$ cat config.mk
export PLATFORM = sky130hd
export DESIGN_NAME = wb_stage
export DESIGN_NICKNAME = d
export VERILOG_FILES = /design/src/rtl/wb_stage.sv
export SDC_FILE = /design/constraint.sdc
export NUM_CORES = 1
export LEC_CHECK = 0
export CAP_MARGIN = 20
export CORE_MARGIN = 5
export CORE_UTILIZATION = 24
export DETAILED_ROUTE_END_ITERATION = 6
export PLACE_DENSITY = 0.5
export SLEW_MARGIN = 20
export SYNTH_ARGS = -nofsm -noshare
export SYNTH_HDL_FRONTEND = slang
export SYNTH_SLANG_ARGS = --single-unit
$ cat constraint.sdc
create_clock -name clk -period 14.9 [get_ports clk]
set_input_delay 2.235 -clock clk [delete_from_list [all_inputs] [get_ports clk]]
set_output_delay 2.235 -clock clk [all_outputs]
set_load 0.1 [all_outputs]
$ cat src/rtl/wb_stage.sv
// Writeback stage: takes ALU results over a toggle/ready handshake, writes up to two
// registers through a toggle/ack register-bank port, then commits CPSR, PC and the retire count.
module wb_stage #(
    parameter int SYNC_STAGES = 2,
    parameter int RB_TIMEOUT  = 255,
    parameter int CNT_W       = 32
) (
    input  logic             clk,
    input  logic             reset,
    input  logic [31:0]      dataIn1,
    input  logic [31:0]      dataIn2,
    input  logic [31:0]      dataIn3,
    input  logic [31:0]      cpsrIn,
    input  logic             w,
    input  logic             readyIn,
    output logic             triggerOut,
    output logic [31:0]      dataOutRB,
    output logic [3:0]       addrRB,
    output logic             triggerOutRB,
    input  logic             readyInRB,
    output logic [31:0]      cpsrOut,
    output logic             cpsrWe,
    output logic [31:0]      pcOut,
    output logic             pcWe,
    output logic [CNT_W-1:0] retired,
    output logic             error
);

    localparam int TW = $clog2(RB_TIMEOUT + 1) + 1;

    typedef enum logic [2:0] {
        REQ, WAIT, WR1, WR1_ACK, WR2, WR2_ACK, COMMIT
    } state_t;

    state_t                 state_q;
    logic [SYNC_STAGES-1:0] rdy_sync_q, rb_sync_q;
    logic                   rdy_prev_q, rb_prev_q;
    logic                   pending_q, pending_d;
    logic                   rdy_rise_s, rb_rise_s, capture_s, to_hit_s, enter_commit_s;
    logic [TW-1:0]          wcnt_q;
    logic [31:0]            d1_q, d2_q, cpsr_q;
    logic [9:0]             desc_q;
    logic                   w_q;
    logic                   trig_q, rb_trig_q, cpsr_we_q, pc_we_q, error_q;
    logic [31:0]            data_q, cpsr_out_q, pc_out_q;
    logic [3:0]             addr_q;
    logic [CNT_W-1:0]       retired_q;
    logic                   unused_s;

    assign unused_s = ^dataIn3[31:10];

    assign rdy_rise_s = rdy_sync_q[SYNC_STAGES-1] & ~rdy_prev_q;
    assign rb_rise_s  = rb_sync_q[SYNC_STAGES-1] & ~rb_prev_q;
    assign capture_s  = (state_q == WAIT) & pending_q;
    assign to_hit_s   = (wcnt_q == TW'(RB_TIMEOUT));

    // A new rise always wins so a result arriving during capture is not dropped
    always_comb begin
        pending_d      = rdy_rise_s | (pending_q & ~capture_s);
        enter_commit_s = 1'b0;
        if (state_q == WR2) begin
            enter_commit_s = ~desc_q[8];
        end else if (state_q == WR2_ACK) begin
            enter_commit_s = rb_rise_s | to_hit_s;
        end else begin
            enter_commit_s = 1'b0;
        end
    end

    // Handshake synchronizers, rise-detect history and the pending-result flag
    always_ff @(posedge clk or posedge reset) begin
        if (reset) begin
            rdy_sync_q <= '0;
            rb_sync_q  <= '0;
            rdy_prev_q <= 1'b0;
            rb_prev_q  <= 1'b0;
            pending_q  <= 1'b0;
        end else begin
            rdy_sync_q <= {rdy_sync_q[SYNC_STAGES-2:0], readyIn};
            rb_sync_q  <= {rb_sync_q[SYNC_STAGES-2:0], readyInRB};
            rdy_prev_q <= rdy_sync_q[SYNC_STAGES-1];
            rb_prev_q  <= rb_sync_q[SYNC_STAGES-1];
            pending_q  <= pending_d;
        end
    end

    // Sequencer with registered handshake, write-port and commit outputs
    always_ff @(posedge clk or posedge reset) begin
        if (reset) begin
            state_q    <= REQ;
            wcnt_q     <= '0;
            d1_q       <= 32'h0;
            d2_q       <= 32'h0;
            cpsr_q     <= 32'h0;
            desc_q     <= 10'h0;
            w_q        <= 1'b0;
            trig_q     <= 1'b0;
            rb_trig_q  <= 1'b0;
            data_q     <= 32'h0;
            addr_q     <= 4'h0;
            cpsr_out_q <= 32'h0;
            cpsr_we_q  <= 1'b0;
            pc_out_q   <= 32'h0;
            pc_we_q    <= 1'b0;
            retired_q  <= '0;
            error_q    <= 1'b0;
        end else begin
            // Strobes and commit data land on the edge into COMMIT so they span that cycle
            cpsr_we_q <= enter_commit_s & desc_q[9];
            pc_we_q   <= enter_commit_s & w_q & (desc_q[3:0] == 4'hF);
            if (enter_commit_s) begin
                retired_q <= retired_q + {{(CNT_W-1){1'b0}}, 1'b1};
                if (desc_q[9]) begin
                    cpsr_out_q <= cpsr_q;
                end
                if (w_q && (desc_q[3:0] == 4'hF)) begin
                    pc_out_q <= d1_q;
                end
            end
            case (state_q)
                REQ: begin
                    trig_q  <= ~trig_q;
                    state_q <= WAIT;
                end
                WAIT: begin
                    if (pending_q) begin
                        d1_q    <= dataIn1;
                        d2_q    <= dataIn2;
                        desc_q  <= dataIn3[9:0];
                        cpsr_q  <= cpsrIn;
                        w_q     <= w;
                        state_q <= WR1;
                    end
                end
                WR1: begin
                    if (w_q) begin
                        addr_q    <= desc_q[3:0];
                        data_q    <= d1_q;
                        rb_trig_q <= ~rb_trig_q;
                        wcnt_q    <= '0;
                        state_q   <= WR1_ACK;
                    end else begin
                        state_q <= WR2;
                    end
                end
                WR1_ACK: begin
                    if (rb_rise_s) begin
                        state_q <= WR2;
                    end else if (to_hit_s) begin
                        error_q <= 1'b1;
                        state_q <= WR2;
                    end else begin
                        wcnt_q <= wcnt_q + TW'(1);
                    end
                end
                WR2: begin
                    if (desc_q[8]) begin
                        addr_q    <= desc_q[7:4];
                        data_q    <= d2_q;
                        rb_trig_q <= ~rb_trig_q;
                        wcnt_q    <= '0;
                        state_q   <= WR2_ACK;
                    end else begin
                        state_q <= COMMIT;
                    end
                end
                WR2_ACK: begin
                    if (rb_rise_s) begin
                        state_q <= COMMIT;
                    end else if (to_hit_s) begin
                        error_q <= 1'b1;
                        state_q <= COMMIT;
                    end else begin
                        wcnt_q <= wcnt_q + TW'(1);
                    end
                end
                COMMIT: begin
                    state_q <= REQ;
                end
                default: begin
                    state_q <= REQ;
                end
            endcase
        end
    end

    assign triggerOut   = trig_q;
    assign triggerOutRB = rb_trig_q;
    assign dataOutRB    = data_q;
    assign addrRB       = addr_q;
    assign cpsrOut      = cpsr_out_q;
    assign cpsrWe       = cpsr_we_q;
    assign pcOut        = pc_out_q;
    assign pcWe         = pc_we_q;
    assign retired      = retired_q;
    assign error        = error_q;

endmodule
The clock network:
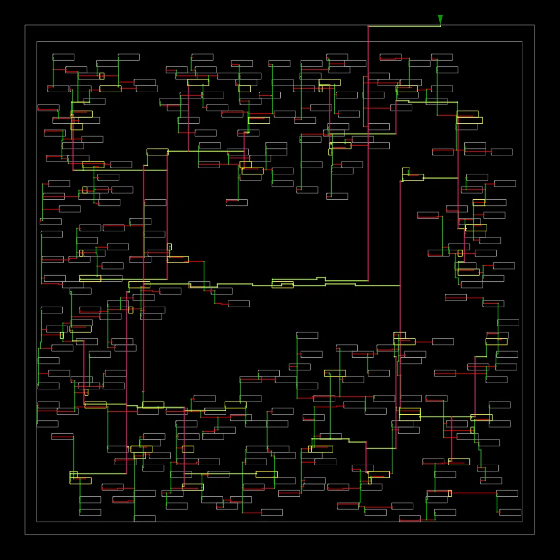
Worst Clk Skew: 0.0173 ns
clock buf count: 51

Routed clock nets over the placement:
Scale bar: 50 um.
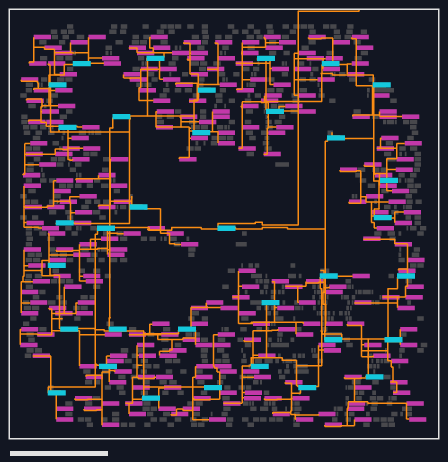
[magenta] flip-flops | count: 263
[cyan] clock-net drivers | count: 34
[orange] clock wires | length: 4,220 um
routed clock nets: 35
flops lie: all over the die
Insertion Delay late pin: 0.52 ns

==> ci_impl_report.md <==
## Implementation flow summary

| Metric | Value |
|---|---|
| AO/OA Area Share | 3.47% |
| Gr ovfl total | 0 |
| Layout cell share with drive strength beyond 1 | 23.7% |
| Net count, final | 1,144 |
| Cell type with the largest total area | dfrtp_1 |
| Post-Syn Area | 10,500 um2 |
| Top-area cell share | 62.6% |
| Yosys stat area | 10,500 um2 |
| Worst Tran Pin Value | 1.06 ns |
| Post-DP HPWL | 17.8 mm |
| Top cells, area | dfrtp_1 (63%), mux2_2 (18%), mux2i_1 (3.4%) |
| Reg-to-Reg Start | wcnt_q[0] |
| Clock Sinks | 263 |
| Hold Crit Endpoint | rdy_sync_q[1] |
| Crit-path max FO | 6 |
| Ant. Diodes | 0 |
| Crit path capture | retired[5] |
| # rows | 76 |
| First-pass GRT wire length | 42.8 mm |
| Status | completed |
| Reg2Reg Depth | 11 |
| Reg2reg setup slack | 11.38 ns |
| Hold-critical path depth | 0 |
| Largest net degree at the start of global routing | 152 |
| Async SR Flop Fraction | 100% |
| FMAX | 0.226 GHz |
| Detailed Routing Iterations Pass 1 | 4 |
| Post-CTS setup buffer count | 0 |
| Vias per cell | 4.15 |
| Clock-pin slew on the worst setup and hold paths | 0.05 ns |
| Slew HR | 28.9% |
| RSZ-0062 raised after global routing | false |
| Cts bufs inserted | 34 |
| Pins Over Slew Limit | 0 |
| Layout area overhead | 40.0% |
| Die height | 219 um |
| Final Critical Period | 4.43 ns |
| RR Endpoint | cpsrOut[23] |
| Synth flops | 263 |
| Crit. End Element | output port |
| Placed cells | 1,557 |
| Buffers & Inverters on Critical Path | 1 |
| Distinct cells, synth | 42 |
| Kind of critical path | reg -> out |
| Clk root buf | clkbuf_16 |
Met4 routing:
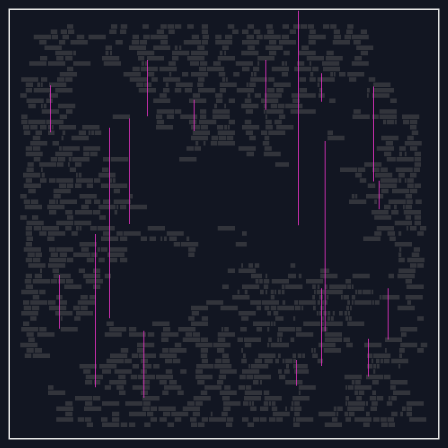
longest straight run: 110 um
main direction: vertical
share of all routed wire: 2.8%
nets with wire on the layer: 6
DR vias: 6,707
total wire length: 27.2 mm

## cell usage in the layout, fill, tap and decap left out, types with 2 or more instances in the layout
cell type | netlist | routed
nand3b_1 | 2 | 2
xor2_1 | 10 | 10
nor4_4 | 2 | 2
mux2_2 | 172 | 172
nor3_4 | 1 | 2
clkinv_2 | 0 | 5
nand2_1 | 26 | 26
nand2b_1 | 3 | 3
nand4_1 | 10 | 10
dfrtp_1 | 263 | 263
clkbuf_1 | 5 | 9
clkbuf_8 | 0 | 7
xnor2_1 | 25 | 25
buf_4 | 0 | 6
and4_1 | 2 | 2
a21oi_1 | 39 | 38
inv_6 | 0 | 2
nor3_1 | 4 | 4
or3_4 | 2 | 2
nor2b_1 | 3 | 3
and3_1 | 5 | 5
and2_1 | 2 | 2
clkdlybuf4s50_1 | 0 | 247
o22ai_1 | 3 | 3
clkbuf_16 | 0 | 35
ha_1 | 3 | 3
nor2_1 | 50 | 50
inv_1 | 9 | 8
o21ai_0 | 16 | 16
mux2i_1 | 36 | 36
nand3_1 | 16 | 16
## worst register-to-register path: cells and delay by family, from the launching register on
| family | cells | cell delay [ns] |
|---|---|---|
| adders and majority gates | 2 | 0.46 |
| buffers and inverters | 1 | 0.40 |
| DFF | 1 | 0.40 |
| muxes | 1 | 0.43 |
| and+or+nand+nor | 7 | 1.73 |
## final cells by class
cell class,instances,area [um2]
clock buffer,51,1010
clock inverter,8,72.6
fill,4374,28500
inverter,9,41.3
multi-input combinational,446,3740
sequential,263,6580
tap,585,732
timing repair buffer,254,2540
## stage by stage
| stage | util (%) | hold slack, ns | worst slack, ns |
|---|---|---|---|
| finish | 34.1 | 0.345 | 10.47 |
| global route | 34.1 | 0.359 | 10.37 |
| CTS | 34.1 | 0.348 | 10.41 |
| detailed placement | 31.6 | 0.336 | 10.61 |
| global placement | 31.6 | 0.335 | 10.65 |
| floorplan | - | 0.331 | 5.42 |
## cell families (layout without fill, tap and decap cells)
family	Yosys count	in the layout
flops	263	263
mux	208	208
simple gates	136	136
compound gates	64	64
buf+inv	42	322
xor+xnor	35	35
fa+ha+maj	3	3
## sequential cells by signal, summed over array words and instances, names as in the netlist
name          flops
addrRB            4
cpsrOut          32
cpsrWe            1
cpsr_q           32
d1_q             32
d2_q             32
dataOutRB        32
desc_q           10
error             1
pcOut            32
pcWe              1
pending_q         1
rb_prev_q         1
rb_sync_q         2
rdy_prev_q        1
rdy_sync_q        2
retired          32
state_q           3
triggerOut        1
triggerOutRB      1
w_q               1
wcnt_q            9
## per-layer routing
metal / vias up / track usage (%) / wire length [um]
met5: - / 0 / 0
met4: 0 / 4.35 / 764
met3: 49 / 4.15 / 2030
met2: 141 / 18.0 / 13000
met1: 3353 / 14.4 / 11400
li1: 3164 / - / -
